$ cat src/rtl/ctrl_pkg.sv
// ctrl_pkg: ALU command codes, instruction modes, sequencer states and control-word helpers.
// The WB state exists only when CTRL_WRITEBACK_BASE_EN is defined.
package ctrl_pkg;

  localparam logic [3:0] EXE_NOP = 4'b0000;
  localparam logic [3:0] EXE_MOV = 4'b0001;
  localparam logic [3:0] EXE_ADD = 4'b0010;
  localparam logic [3:0] EXE_ADC = 4'b0011;
  localparam logic [3:0] EXE_SUB = 4'b0100;
  localparam logic [3:0] EXE_SBC = 4'b0101;
  localparam logic [3:0] EXE_AND = 4'b0110;
  localparam logic [3:0] EXE_ORR = 4'b0111;
  localparam logic [3:0] EXE_EOR = 4'b1000;
  localparam logic [3:0] EXE_MVN = 4'b1001;

  localparam logic [1:0] MODE_DP  = 2'b00;
  localparam logic [1:0] MODE_MEM = 2'b01;
  localparam logic [1:0] MODE_BR  = 2'b10;
  localparam logic [1:0] MODE_BLK = 2'b11;

  typedef enum logic [1:0] {
    ST_IDLE,
    ST_BLOCK
`ifdef CTRL_WRITEBACK_BASE_EN
    , ST_WB
`endif
  } state_e;

  typedef struct packed {
    logic [3:0] exe_cmd;
    logic       mem_read;
    logic       mem_write;
    logic       wb_en;
    logic       branch;
    logic       s_out;
    logic       move;
    logic       valid;
    logic       last;
  } ctrl_t;

  // Single memory transfer: address is base + offset, so the ALU always adds.
  function automatic ctrl_t mem_ctrl(input logic load);
    ctrl_t c;
    c           = '0;
    c.exe_cmd   = EXE_ADD;
    c.mem_read  = load;
    c.wb_en     = load;
    c.mem_write = !load;
    c.valid     = 1'b1;
    return c;
  endfunction

  function automatic ctrl_t dp_ctrl(input logic [3:0] op, input logic s);
    ctrl_t c;
    c       = '0;
    c.valid = 1'b1;
    c.last  = 1'b1;
    c.s_out = s;
    c.wb_en = 1'b1;
    case (op)
      4'b1101: begin c.exe_cmd = EXE_MOV; c.move = 1'b1; end
      4'b1111: begin c.exe_cmd = EXE_MVN; c.move = 1'b1; end
      4'b0100: c.exe_cmd = EXE_ADD;
      4'b0101: c.exe_cmd = EXE_ADC;
      4'b0010: c.exe_cmd = EXE_SUB;
      4'b0110: c.exe_cmd = EXE_SBC;
      4'b0000: c.exe_cmd = EXE_AND;
      4'b1100: c.exe_cmd = EXE_ORR;
      4'b0001: c.exe_cmd = EXE_EOR;
      // CMP and TST only update flags
      4'b1010: begin c.exe_cmd = EXE_SUB; c.s_out = 1'b1; c.wb_en = 1'b0; end
      4'b1000: begin c.exe_cmd = EXE_AND; c.s_out = 1'b1; c.wb_en = 1'b0; end
      default: begin
        c       = '0;
        c.valid = 1'b1;
        c.last  = 1'b1;
      end
    endcase
    return c;
  endfunction

endpackage

$ cat src/rtl/ctrl_sequencer_lsb_finder.sv
// lsb_finder: combinational index of the lowest set bit of vec, with a found flag.
module lsb_finder #(
  parameter int W     = 16,
  parameter int IDX_W = $clog2(W)
) (
  input  logic [W-1:0]     vec,
  output logic [IDX_W-1:0] idx,
  output logic             found
);

  // Scanning from the top lets the lowest set bit overwrite any higher one.
  always_comb begin
    idx   = '0;
    found = 1'b0;
    for (int i = W - 1; i >= 0; i--) begin
      if (vec[i]) begin
        idx   = IDX_W'(i);
        found = 1'b1;
      end
    end
  end

endmodule

$ cat src/rtl/ctrl_sequencer.sv
// ctrl_sequencer: registered decode stage that expands LDM/STM register lists into per-register micro-ops.
// Define CTRL_WRITEBACK_BASE_EN to append a base-register writeback micro-op to each block transfer.
module ctrl_sequencer
  import ctrl_pkg::*;
#(
  parameter int REG_LIST_W = 16,
  parameter int IDX_W      = $clog2(REG_LIST_W),
  parameter int OFS_W      = $clog2(REG_LIST_W) + 3
) (
  input  logic                  clk,
  input  logic                  rst,
  input  logic                  flush,
  input  logic                  freeze,
  input  logic                  in_valid,
  output logic                  in_ready,
  input  logic [1:0]            mode,
  input  logic [3:0]            opCode,
  input  logic                  sIn,
  input  logic                  mux_cc,
  input  logic [REG_LIST_W-1:0] reg_list,
  output logic [3:0]            exeCmd,
  output logic                  memRead,
  output logic                  memWrite,
  output logic                  wbEn,
  output logic                  branch,
  output logic                  sOut,
  output logic                  move,
  output logic                  uop_valid,
  output logic [IDX_W-1:0]      uop_reg_idx,
  output logic [OFS_W-1:0]      uop_offset,
  output logic                  uop_last,
  output logic                  uop_wb_base
);

  state_e                state, state_d;
  logic [REG_LIST_W-1:0] pending, pending_d;
  logic                  blk_load, load_d;
  ctrl_t                 ctrl_q, ctrl_d;
  logic [IDX_W-1:0]      idx_d;
  logic [OFS_W-1:0]      ofs_d, blk_ofs;
  logic                  emit_blk;
  logic                  accept;
  logic [REG_LIST_W-1:0] scan, remaining;
  logic [IDX_W-1:0]      lsb_idx;
  logic                  lsb_found;

  assign in_ready = (state == ST_IDLE) && rst;
  assign accept   = in_valid && in_ready && !freeze && !flush;

  // One finder serves both the first micro-op (fresh list) and the rest (pending list).
  assign scan      = (state == ST_IDLE) ? reg_list : pending;
  assign remaining = scan & ~(REG_LIST_W'(1) << lsb_idx);

  lsb_finder #(
    .W     (REG_LIST_W),
    .IDX_W (IDX_W)
  ) u_lsb_finder (
    .vec   (scan),
    .idx   (lsb_idx),
    .found (lsb_found)
  );

`ifdef CTRL_WRITEBACK_BASE_EN
  logic wb_base_q, wb_base_d;
`endif

  always_comb begin
    ctrl_d    = '0;
    idx_d     = '0;
    ofs_d     = '0;
    blk_ofs   = '0;
    emit_blk  = 1'b0;
    state_d   = state;
    pending_d = pending;
    load_d    = blk_load;
`ifdef CTRL_WRITEBACK_BASE_EN
    wb_base_d = 1'b0;
`endif
    if (flush) begin
      state_d   = ST_IDLE;
      pending_d = '0;
    end else begin
      case (state)
        ST_IDLE: begin
          if (accept && !mux_cc) begin
            case (mode)
              MODE_DP:  ctrl_d = dp_ctrl(opCode, sIn);
              MODE_MEM: begin
                ctrl_d      = mem_ctrl(sIn);
                ctrl_d.last = 1'b1;
              end
              MODE_BR: begin
                ctrl_d.exe_cmd = EXE_NOP;
                ctrl_d.branch  = 1'b1;
                ctrl_d.move    = 1'b1;
                ctrl_d.valid   = 1'b1;
                ctrl_d.last    = 1'b1;
              end
              MODE_BLK: begin
                emit_blk = lsb_found;
                load_d   = sIn;
              end
            endcase
          end
        end
        ST_BLOCK: begin
          emit_blk = 1'b1;
          blk_ofs  = uop_offset + OFS_W'(4);
        end
`ifdef CTRL_WRITEBACK_BASE_EN
        ST_WB: begin
          ctrl_d.exe_cmd = EXE_ADD;
          ctrl_d.wb_en   = 1'b1;
          ctrl_d.valid   = 1'b1;
          ctrl_d.last    = 1'b1;
          wb_base_d      = 1'b1;
          ofs_d          = uop_offset + OFS_W'(4);
          state_d        = ST_IDLE;
        end
`endif
        default: state_d = ST_IDLE;
      endcase

      if (emit_blk) begin
        ctrl_d    = mem_ctrl(load_d);
        idx_d     = lsb_idx;
        ofs_d     = blk_ofs;
        pending_d = remaining;
        if (remaining == '0) begin
`ifdef CTRL_WRITEBACK_BASE_EN
          state_d = ST_WB;
`else
          state_d     = ST_IDLE;
          ctrl_d.last = 1'b1;
`endif
        end else begin
          state_d = ST_BLOCK;
        end
      end
    end
  end

  // Freeze holds everything; flush still clears because it outranks freeze.
  always_ff @(posedge clk) begin
    if (!rst) begin
      state       <= ST_IDLE;
      pending     <= '0;
      blk_load    <= 1'b0;
      ctrl_q      <= '0;
      uop_reg_idx <= '0;
      uop_offset  <= '0;
`ifdef CTRL_WRITEBACK_BASE_EN
      wb_base_q   <= 1'b0;
`endif
    end else if (flush || !freeze) begin
      state       <= state_d;
      pending     <= pending_d;
      blk_load    <= load_d;
      ctrl_q      <= ctrl_d;
      uop_reg_idx <= idx_d;
      uop_offset  <= ofs_d;
`ifdef CTRL_WRITEBACK_BASE_EN
      wb_base_q   <= wb_base_d;
`endif
    end
  end

  assign exeCmd    = ctrl_q.exe_cmd;
  assign memRead   = ctrl_q.mem_read;
  assign memWrite  = ctrl_q.mem_write;
  assign wbEn      = ctrl_q.wb_en;
  assign branch    = ctrl_q.branch;
  assign sOut      = ctrl_q.s_out;
  assign move      = ctrl_q.move;
  assign uop_valid = ctrl_q.valid;
  assign uop_last  = ctrl_q.last;
`ifdef CTRL_WRITEBACK_BASE_EN
  assign uop_wb_base = wb_base_q;
`else
  assign uop_wb_base = 1'b0;
`endif

endmodule

$ cat config.mk
export PLATFORM = sky130hd
export DESIGN_NAME = ctrl_sequencer
export DESIGN_NICKNAME = d
export VERILOG_FILES = /design/src/rtl/ctrl_pkg.sv /design/src/rtl/ctrl_sequencer_lsb_finder.sv /design/src/rtl/ctrl_sequencer.sv
export SDC_FILE = /design/constraint.sdc
export NUM_CORES = 1
export LEC_CHECK = 0
export CORE_MARGIN = 2
export CORE_UTILIZATION = 50
export CTS_CLUSTER_SIZE = 16
export DETAILED_ROUTE_END_ITERATION = 8
export PLACE_DENSITY = 0.79
export SYNTH_ARGS = -nofsm -noshare
export SYNTH_HDL_FRONTEND = slang
export SYNTH_SLANG_ARGS = --single-unit
$ cat constraint.sdc
create_clock -name clk -period 7.2 [get_ports clk]
set_input_delay 1.8 -clock clk [delete_from_list [all_inputs] [get_ports clk]]
set_output_delay 1.8 -clock clk [all_outputs]
set_load 0.03 [all_outputs]
==> deck_impl_summary.md <==
Implementation Results

Synthesis
  – Aoi/oai-family share of the synthesized area: 25.7%
  – Simple-Gate Area Share: between 20% and 30%
  – Syn_area_per_cell: 7.79 um2
  – Asr flop ratio synth: 0%
  – Post-synth EDFFs: 0
  – Synthesis Warnings: 0
  – Biggest area cells: dfxtp_1 30%, nor2_1 8.0%, a21oi_1 5.6%, mux2_2 3.9%, mux2i_1 3.5%
  – Area leader, netlist: dfxtp_1
  – Distinct cells, synth: approximately 68
  – Yosys stat cell total: roughly 330
  – Area leader share: between 30% and 40%
  – Synth Flop Type: dfxtp_1
  – Post-synth mux share: 7.43%

Clocking
  – Worst-path clk slew: 0.07 ns
  – Worst-skew pair later-pin latency: around 0.3 ns
  – Clock tree from TritonCTS: built
  – Hold-fix buffers at CTS: 0
  – Clk root buf: clkbuf_8
  – CTS buffer count: 5
  – H-tree Lvls: 2
  – Clock Path Buffers: 2

Flow run
  – Max-cap viol count: 0

Power and ir drop
  – LEAKAGE: ~0.0011 uW
  – Sequential share of power: about 48%
  – Sw frac: 26.0%
  – VDD IR-drop max: just over 0.1 mV
  – Internal power: 334 uW
  – Share of power burned in combinational logic: between 10% and 20%
  – Clock power share: 36.5%

Status
  – Run status: completed

Placement
  – I/O Buffers: 50
  – DP Cell Count: about 430
  – HPWL after detailed placement: roughly 4800 um

Routing
  – WL/cell: 14.9 um
  – Drt total wl: between 6000 and 7000 um
  – Vias/cell: between 5 and 6
  – DRC: 0

STA
  – Max_slew headroom: 27.6%
  – Max-slew violations: 0
  – F_max: 0.195 GHz
  – Measured slew at the worst slew-check pin: between 1 and 1.5 ns
  – Fin. Hold Viols: 0
  – Period minus WS final: roughly 5.1 ns
  – Number of setup violations in the final report: 0

Critical path
  – CP required: roughly 5.4 ns
  – Buf+Inv Stages, Crit Path: 2
  – CP startpoint kind: input pin
  – Max FO, Critical Path: 8
  – Worst setup EP type: output port
  – Most used cell, CP: clkdlybuf4s50_1

Global route
  – First-pass GRT wire length: roughly 11000 um
  – Largest net degree at the start of global routing: 49
  – Total GRT Usage: between 20% and 30%
  – Antenna violations before repair: 0

Floorplan
  – DIE HEIGHT: ~76 um
  – Total die size: about 5700 um2
  – Io pins: ~54

Cells and area
  – Final layout net count: between 400 and 500
  – Layout cells sized above 1: under 10%

Worst hold path
  – Hold Crit Class: register to register
[power groups by stage]
stage	clock (uW)	combinational, uW	sequential [uW]
after floorplan	0	40.8	222
after global placement	0	68.6	221
after detailed placement	0	68.8	221
after CTS	167	69.3	216
after global routing	178	76.1	216
final	164	70.2	216
[flip-flops by register name, indices dropped and copies added, names as in the netlist]
signal and count:
exeCmd 4, blk_load 1, move 1, uop_reg_idx 4, uop_last 1, branch 1
wbEn 1, sOut 1, pending 16, memRead 1, uop_valid 1, memWrite 1
uop_offset 5, state 1
[path summary, 6_finish.rpt]
path,slack (ns),start,cells past startpoint,end
max,2.08,rst,3,in_ready
min,0.45,exeCmd[0]$_SDFFE_PN0P_,2,exeCmd[0]$_SDFFE_PN0P_
max reg2reg,3.96,state[0]$_SDFFE_PN0P_,9,state[0]$_SDFFE_PN0P_
min reg2reg,0.45,exeCmd[0]$_SDFFE_PN0P_,2,exeCmd[0]$_SDFFE_PN0P_
[layout make-up]
type,instances,area (um2),share of cell area (%)
repair buffers,52,515,16.2
inverters,8,30.0,0.943
flip-flops and latches,39,781,24.5
multi-input cells,265,1670,52.4
well taps,70,87.6,2.75
clock buffers,8,100,3.14
[through the flow]
step           util, %  power (uW)  instance area (um2)  hold WS (ns)  setup slack [ns]
2_1_floorplan        -         263                 2580         0.458              3.11
3_3_place_gp      61.1         290                 3080         0.444              2.09
3_5_place_dp      61.1         290                 3080         0.444              2.08
4_1_cts           63.1         453                 3180         0.454              2.07
5_1_grt           63.1         470                 3180         0.483              1.98
6_report          63.1         451                 3180         0.451              2.08
[routing by layer]
layer  global-route usage, %  share of wire [%]  vias to the layer above
met5                       0                  0                        -
met4                    7.80                1.7                        0
li1                        -                  -                     1294
met3                    4.76                5.7                       12
met1                    33.1                 48                     1194
met2                    36.3                 44                       87
### Routed clock nets over the placement

Bar = 20 um.
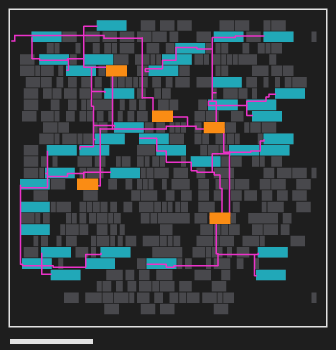
Key: magenta = clock wires [length 511 um]; cyan = flip-flops [count 39]; orange = clock-net drivers [count 5]
There are 6 routed clock nets. Position of the flops: widely spread.

### Cell outlines without signal wires

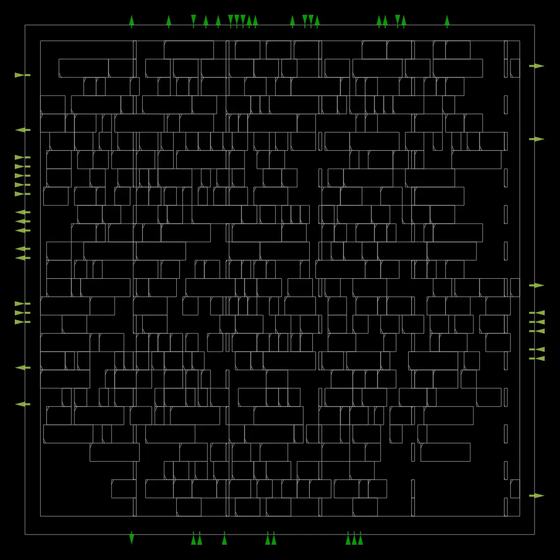
non-filler cells, final: 442
well tap count: 70
Core Area: 5040 um2
Filler cells: 466
row count: 26

No activity file was given, so power comes from the tool's default toggle rates.
